density.png
Scale: 3 px per um. The die is cut into 13 by 8 equal tiles; dark purple is low, yellow is high, 0 to 100% covered.
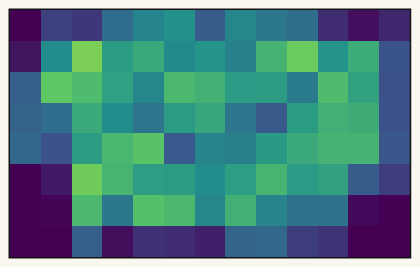
gate_families.png
Scale: 4 px per um.
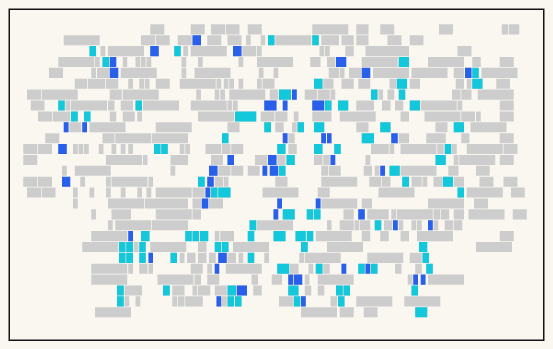
port_nets.png
Scale: 4 px per um.
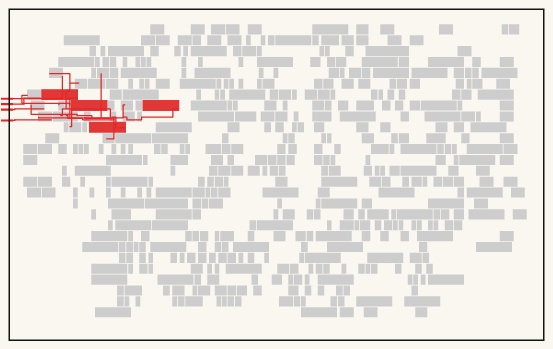
`src/rtl/qconv_tile_scheduler.sv`:
```
// Layer-level job sequencer for the qconv engine: walks (tile_y, tile_x, oc_high)
// with oc_high innermost, issuing one engine job at a time under a per-job watchdog.
module qconv_tile_scheduler #(
   parameter int TileBitWidth    = 8,
   parameter int OcHighBitWidth  = 4,
   parameter int TimeoutBitWidth = 16
) (
   input  logic                      clk,
   input  logic                      rst_n,
   input  logic                      start,
   input  logic [TileBitWidth-1:0]   cfg_tile_h_num,
   input  logic [TileBitWidth-1:0]   cfg_tile_w_num,
   input  logic [OcHighBitWidth-1:0] cfg_oc_high_num,
   output logic                      eng_start,
   input  logic                      eng_finish,
   output logic [TileBitWidth-1:0]   tile_y,
   output logic [TileBitWidth-1:0]   tile_x,
   output logic [OcHighBitWidth-1:0] oc_high,
   output logic                      busy,
   output logic                      done,
   output logic                      err
);

   // Engine handshake: eng_start is a one-cycle request pulse per job; eng_finish is
   // a one-cycle completion pulse and is honoured only while waiting on that job.
   typedef enum logic [2:0] {
      ST_IDLE,
      ST_ISSUE,
      ST_WAIT,
      ST_ADVANCE,
      ST_FINISH
   } state_t;

   state_t                     state_q, state_d;
   logic [TileBitWidth-1:0]    cfg_h_q, cfg_h_d;
   logic [TileBitWidth-1:0]    cfg_w_q, cfg_w_d;
   logic [OcHighBitWidth-1:0]  cfg_oc_q, cfg_oc_d;
   logic [TileBitWidth-1:0]    tile_y_q, tile_y_d;
   logic [TileBitWidth-1:0]    tile_x_q, tile_x_d;
   logic [OcHighBitWidth-1:0]  oc_high_q, oc_high_d;
   logic [TimeoutBitWidth-1:0] wd_q, wd_d;
   logic                       err_q, err_d;
   logic                       eng_start_q, eng_start_d;
   logic                       busy_q, busy_d;
   logic                       done_q, done_d;

   logic                       last_y, last_x, last_oc;
   logic [TimeoutBitWidth-1:0] wd_inc;
   logic                       cfg_bad;

   assign last_y  = (tile_y_q  == cfg_h_q  - TileBitWidth'(1));
   assign last_x  = (tile_x_q  == cfg_w_q  - TileBitWidth'(1));
   assign last_oc = (oc_high_q == cfg_oc_q - OcHighBitWidth'(1));
   assign wd_inc  = wd_q + TimeoutBitWidth'(1);
   assign cfg_bad = (cfg_tile_h_num == '0) || (cfg_tile_w_num == '0) ||
                    (cfg_oc_high_num == '0);

   always_comb begin
      state_d   = state_q;
      cfg_h_d   = cfg_h_q;
      cfg_w_d   = cfg_w_q;
      cfg_oc_d  = cfg_oc_q;
      tile_y_d  = tile_y_q;
      tile_x_d  = tile_x_q;
      oc_high_d = oc_high_q;
      wd_d      = wd_q;
      err_d     = err_q;

      case (state_q)
         ST_IDLE: begin
            if (start) begin
               cfg_h_d   = cfg_tile_h_num;
               cfg_w_d   = cfg_tile_w_num;
               cfg_oc_d  = cfg_oc_high_num;
               tile_y_d  = '0;
               tile_x_d  = '0;
               oc_high_d = '0;
               err_d     = cfg_bad;
               state_d   = cfg_bad ? ST_FINISH : ST_ISSUE;
            end
         end
         ST_ISSUE: begin
            wd_d    = '0;
            state_d = ST_WAIT;
         end
         ST_WAIT: begin
            if (eng_finish) begin
               state_d = ST_ADVANCE;
            end else begin
               wd_d = wd_inc;
               if (wd_inc == {TimeoutBitWidth{1'b1}}) begin
                  err_d   = 1'b1;
                  state_d = ST_FINISH;
               end
            end
         end
         ST_ADVANCE: begin
            // On the final job the indices are left at their last values for the host.
            if (last_oc && last_x && last_y) begin
               state_d = ST_FINISH;
            end else begin
               state_d = ST_ISSUE;
               if (!last_oc) begin
                  oc_high_d = oc_high_q + OcHighBitWidth'(1);
               end else begin
                  oc_high_d = '0;
                  if (!last_x) begin
                     tile_x_d = tile_x_q + TileBitWidth'(1);
                  end else begin
                     tile_x_d = '0;
                     tile_y_d = tile_y_q + TileBitWidth'(1);
                  end
               end
            end
         end
         ST_FINISH: begin
            state_d = ST_IDLE;
         end
         default: begin
            state_d = ST_IDLE;
         end
      endcase

      // Outputs are decoded from the next state so they register in step with it.
      eng_start_d = (state_d == ST_ISSUE);
      busy_d      = (state_d == ST_ISSUE) || (state_d == ST_WAIT) || (state_d == ST_ADVANCE);
      done_d      = (state_d == ST_FINISH);
   end

   always_ff @(posedge clk or negedge rst_n) begin
      if (!rst_n) begin
         state_q     <= ST_IDLE;
         cfg_h_q     <= '0;
         cfg_w_q     <= '0;
         cfg_oc_q    <= '0;
         tile_y_q    <= '0;
         tile_x_q    <= '0;
         oc_high_q   <= '0;
         wd_q        <= '0;
         err_q       <= 1'b0;
         eng_start_q <= 1'b0;
         busy_q      <= 1'b0;
         done_q      <= 1'b0;
      end else begin
         state_q     <= state_d;
         cfg_h_q     <= cfg_h_d;
         cfg_w_q     <= cfg_w_d;
         cfg_oc_q    <= cfg_oc_d;
         tile_y_q    <= tile_y_d;
         tile_x_q    <= tile_x_d;
         oc_high_q   <= oc_high_d;
         wd_q        <= wd_d;
         err_q       <= err_d;
         eng_start_q <= eng_start_d;
         busy_q      <= busy_d;
         done_q      <= done_d;
      end
   end

   assign eng_start = eng_start_q;
   assign tile_y    = tile_y_q;
   assign tile_x    = tile_x_q;
   assign oc_high   = oc_high_q;
   assign busy      = busy_q;
   assign done      = done_q;
   assign err       = err_q;

endmodule

```
`config.mk`:
```
export PLATFORM = sky130hd
export DESIGN_NAME = qconv_tile_scheduler
export DESIGN_NICKNAME = d
export VERILOG_FILES = /design/src/rtl/qconv_tile_scheduler.sv
export SDC_FILE = /design/constraint.sdc
export NUM_CORES = 1
export LEC_CHECK = 0
export CORE_ASPECT_RATIO = 0.6
export CORE_MARGIN = 3
export CORE_UTILIZATION = 38
export DETAILED_ROUTE_END_ITERATION = 8
export PLACE_DENSITY = 0.56
export SETUP_SLACK_MARGIN = 0.15
export SLEW_MARGIN = 20
export SYNTH_ARGS = -nofsm -noshare
export SYNTH_HDL_FRONTEND = slang
export SYNTH_SLANG_ARGS = --single-unit
```
`constraint.sdc`:
```
create_clock -name clk -period 9.4 [get_ports clk]
set_input_delay 1.88 -clock clk [delete_from_list [all_inputs] [get_ports clk]]
set_output_delay 1.88 -clock clk [all_outputs]
set_load 0.02 [all_outputs]
```
==> flow_summary.toml <==
# yosys + openroad results
[outcome]
status = "finished clean"

[pwr]
power_switching_share_pct = 38.7
comb_power_share_pct = 38.9
clockPowerShare_pct = 27.6
p_leak_nw = 1.93
total_power_mw = 1.32
power_frac_seq_pct = 33.5

[final_layout]
n_fill_cell = 922
sh_seq_area_pct = 34.3
clkbuf_count = 13
area_delta_synth_final_pct = 24.5
seq_cells = 63
diodes = 0
lay_top_cells = "nand2_1 (82), dfrtp_1 (63), clkdlybuf4s50_1 (46), o21ai_0 (44), nor2_1 (26)"
comb_cells = 339
design_area_um2 = 4600
register_area_um2 = 1580

[timing]
setup_viol = 0
hold_violations = 0
holdWs_ns = 0.492
grt_setup_unrepaired = "false"
drv_slew = 0
timing.slew.headroom_pct = 33.6
setup_tns_ns = 0
fin_crit_ns = 4.41
fin_skew_ns = 0.00738

[clock_tree]
cts_buffer_depth = 2
cts_sinks = 63
path_clk_slew_ns = 0.05

[global_routing]
grt_pass1_wl_um = 15400
antenna_found_initial = 0
overflow = 0

[worst_setup_path]
path_buffers = 1
crit_required_ns = 9.66
cpMaxStageDelayCell = "or4_1"

[die]
die-area_um2 = 11000
die_x_um = 133
io_pins = 48

[placed_design]
dpl_cell_area_um2 = 4270
io_buffers = 47
post-place-ws_ns = 4.69

[synthesis]
floorplan.nets = 463
async_flop_share_pct = 100
ys_top_logic_family = "simple AND/OR/NAND/NOR gates"
avgSynthCellArea_um2 = 8.57
ys_sh_adder_pct = 2.71
yosys-mux-area-fraction_pct = 0.678
synth_flop_count = 63
ys_sh_xor_pct = 7.59

[detailed_routing]
routed-wl-met2_um = 3530
drt_first_pass_iters = 5
topRoutingLayerUsed = "met4"
drcViolationCount = 0
wl_per_cell_um = 15.9
route.met3.wl_um = 606

[hold_path]
hold_path_class = "reg2reg"

[run]
drv_cap = 0
## Picture notes: density.png
The mean over all tiles is 40%. The fullest tile reaches 80%. 2.9% of the tiles are over 75% full. 8.7% of the tiles are nearly empty.
final core utilization: 49.3%
CORE AREA: 9320 um^2
Initial Util: 39.6%

## Picture notes: gate_families.png
Key: cyan = inverting AOI/OAI gates [cells 88, most used o21ai_0]; blue = NOR gates [cells 49, most used nor2_1]
combinational fraction of the cell area: 43.4%
most numerous logic cell after layout: nand2_1
Post-Layout Cell Count: 611

## Picture notes: port_nets.png
Key: red = `oc_high` [bits 4, direction output, edge left, end cells 4, wire 213 um]

## worst register-to-register path: stages (launching register included)
cell	delay (ns)
dfrtp_1	0.39
inv_1	0.07
ha_1	0.30
xnor2_1	0.13
nor4_1	0.78
inv_1	0.15
o31ai_1	0.54
nand2_1	0.46
or4_1	0.61
a21oi_1	0.15
## synth_stat cells (2+ instances only)
library cell / instances / area share [%]
o211ai_1: 4 / 0.81
inv_1: 13 / 1.3
xnor2_1: 24 / 5.7
o21ai_0: 44 / 6.0
nand2b_1: 5 / 0.85
nand3_1: 18 / 2.4
and2_1: 7 / 1.2
nor3_1: 7 / 0.95
o21ai_1: 3 / 0.41
nand2_1: 82 / 8.3
nor3b_1: 2 / 0.41
nand4b_1: 2 / 0.47
a31oi_1: 8 / 1.4
o31ai_1: 6 / 1.2
or4_1: 6 / 1.2
a21boi_1: 3 / 0.61
and3_1: 8 / 1.4
o21a_1: 2 / 0.41
ha_1: 8 / 2.7
a21o_1: 4 / 0.81
nor2_1: 26 / 2.6
nor4_1: 9 / 1.5
dfrtp_1: 63 / 43
and4b_1: 2 / 0.54
clkbuf_1: 14 / 1.4
a21oi_1: 12 / 1.6
nand4_1: 7 / 1.2
or3_1: 7 / 1.2
xor2_1: 8 / 1.9
nor2b_1: 3 / 0.51
and4_1: 2 / 0.47
nor4b_1: 2 / 0.47
## worst paths after layout
path | start | to | slack, ns | cells after the start
min in group asynchronous | rst_n | tile_x[6] | 1.71 | 2
hold reg to reg | cfg_w_q[7] | cfg_w_q[7] | 0.49 | 2
max in group asynchronous | rst_n | cfg_w_q[7] | 7.13 | 2
hold / removal | cfg_w_q[7] | cfg_w_q[7] | 0.49 | 2
setup reg to reg | cfg_oc_q[0] | tile_y[5] | 5.75 | 9
setup / recovery | start | tile_y[5] | 4.99 | 6
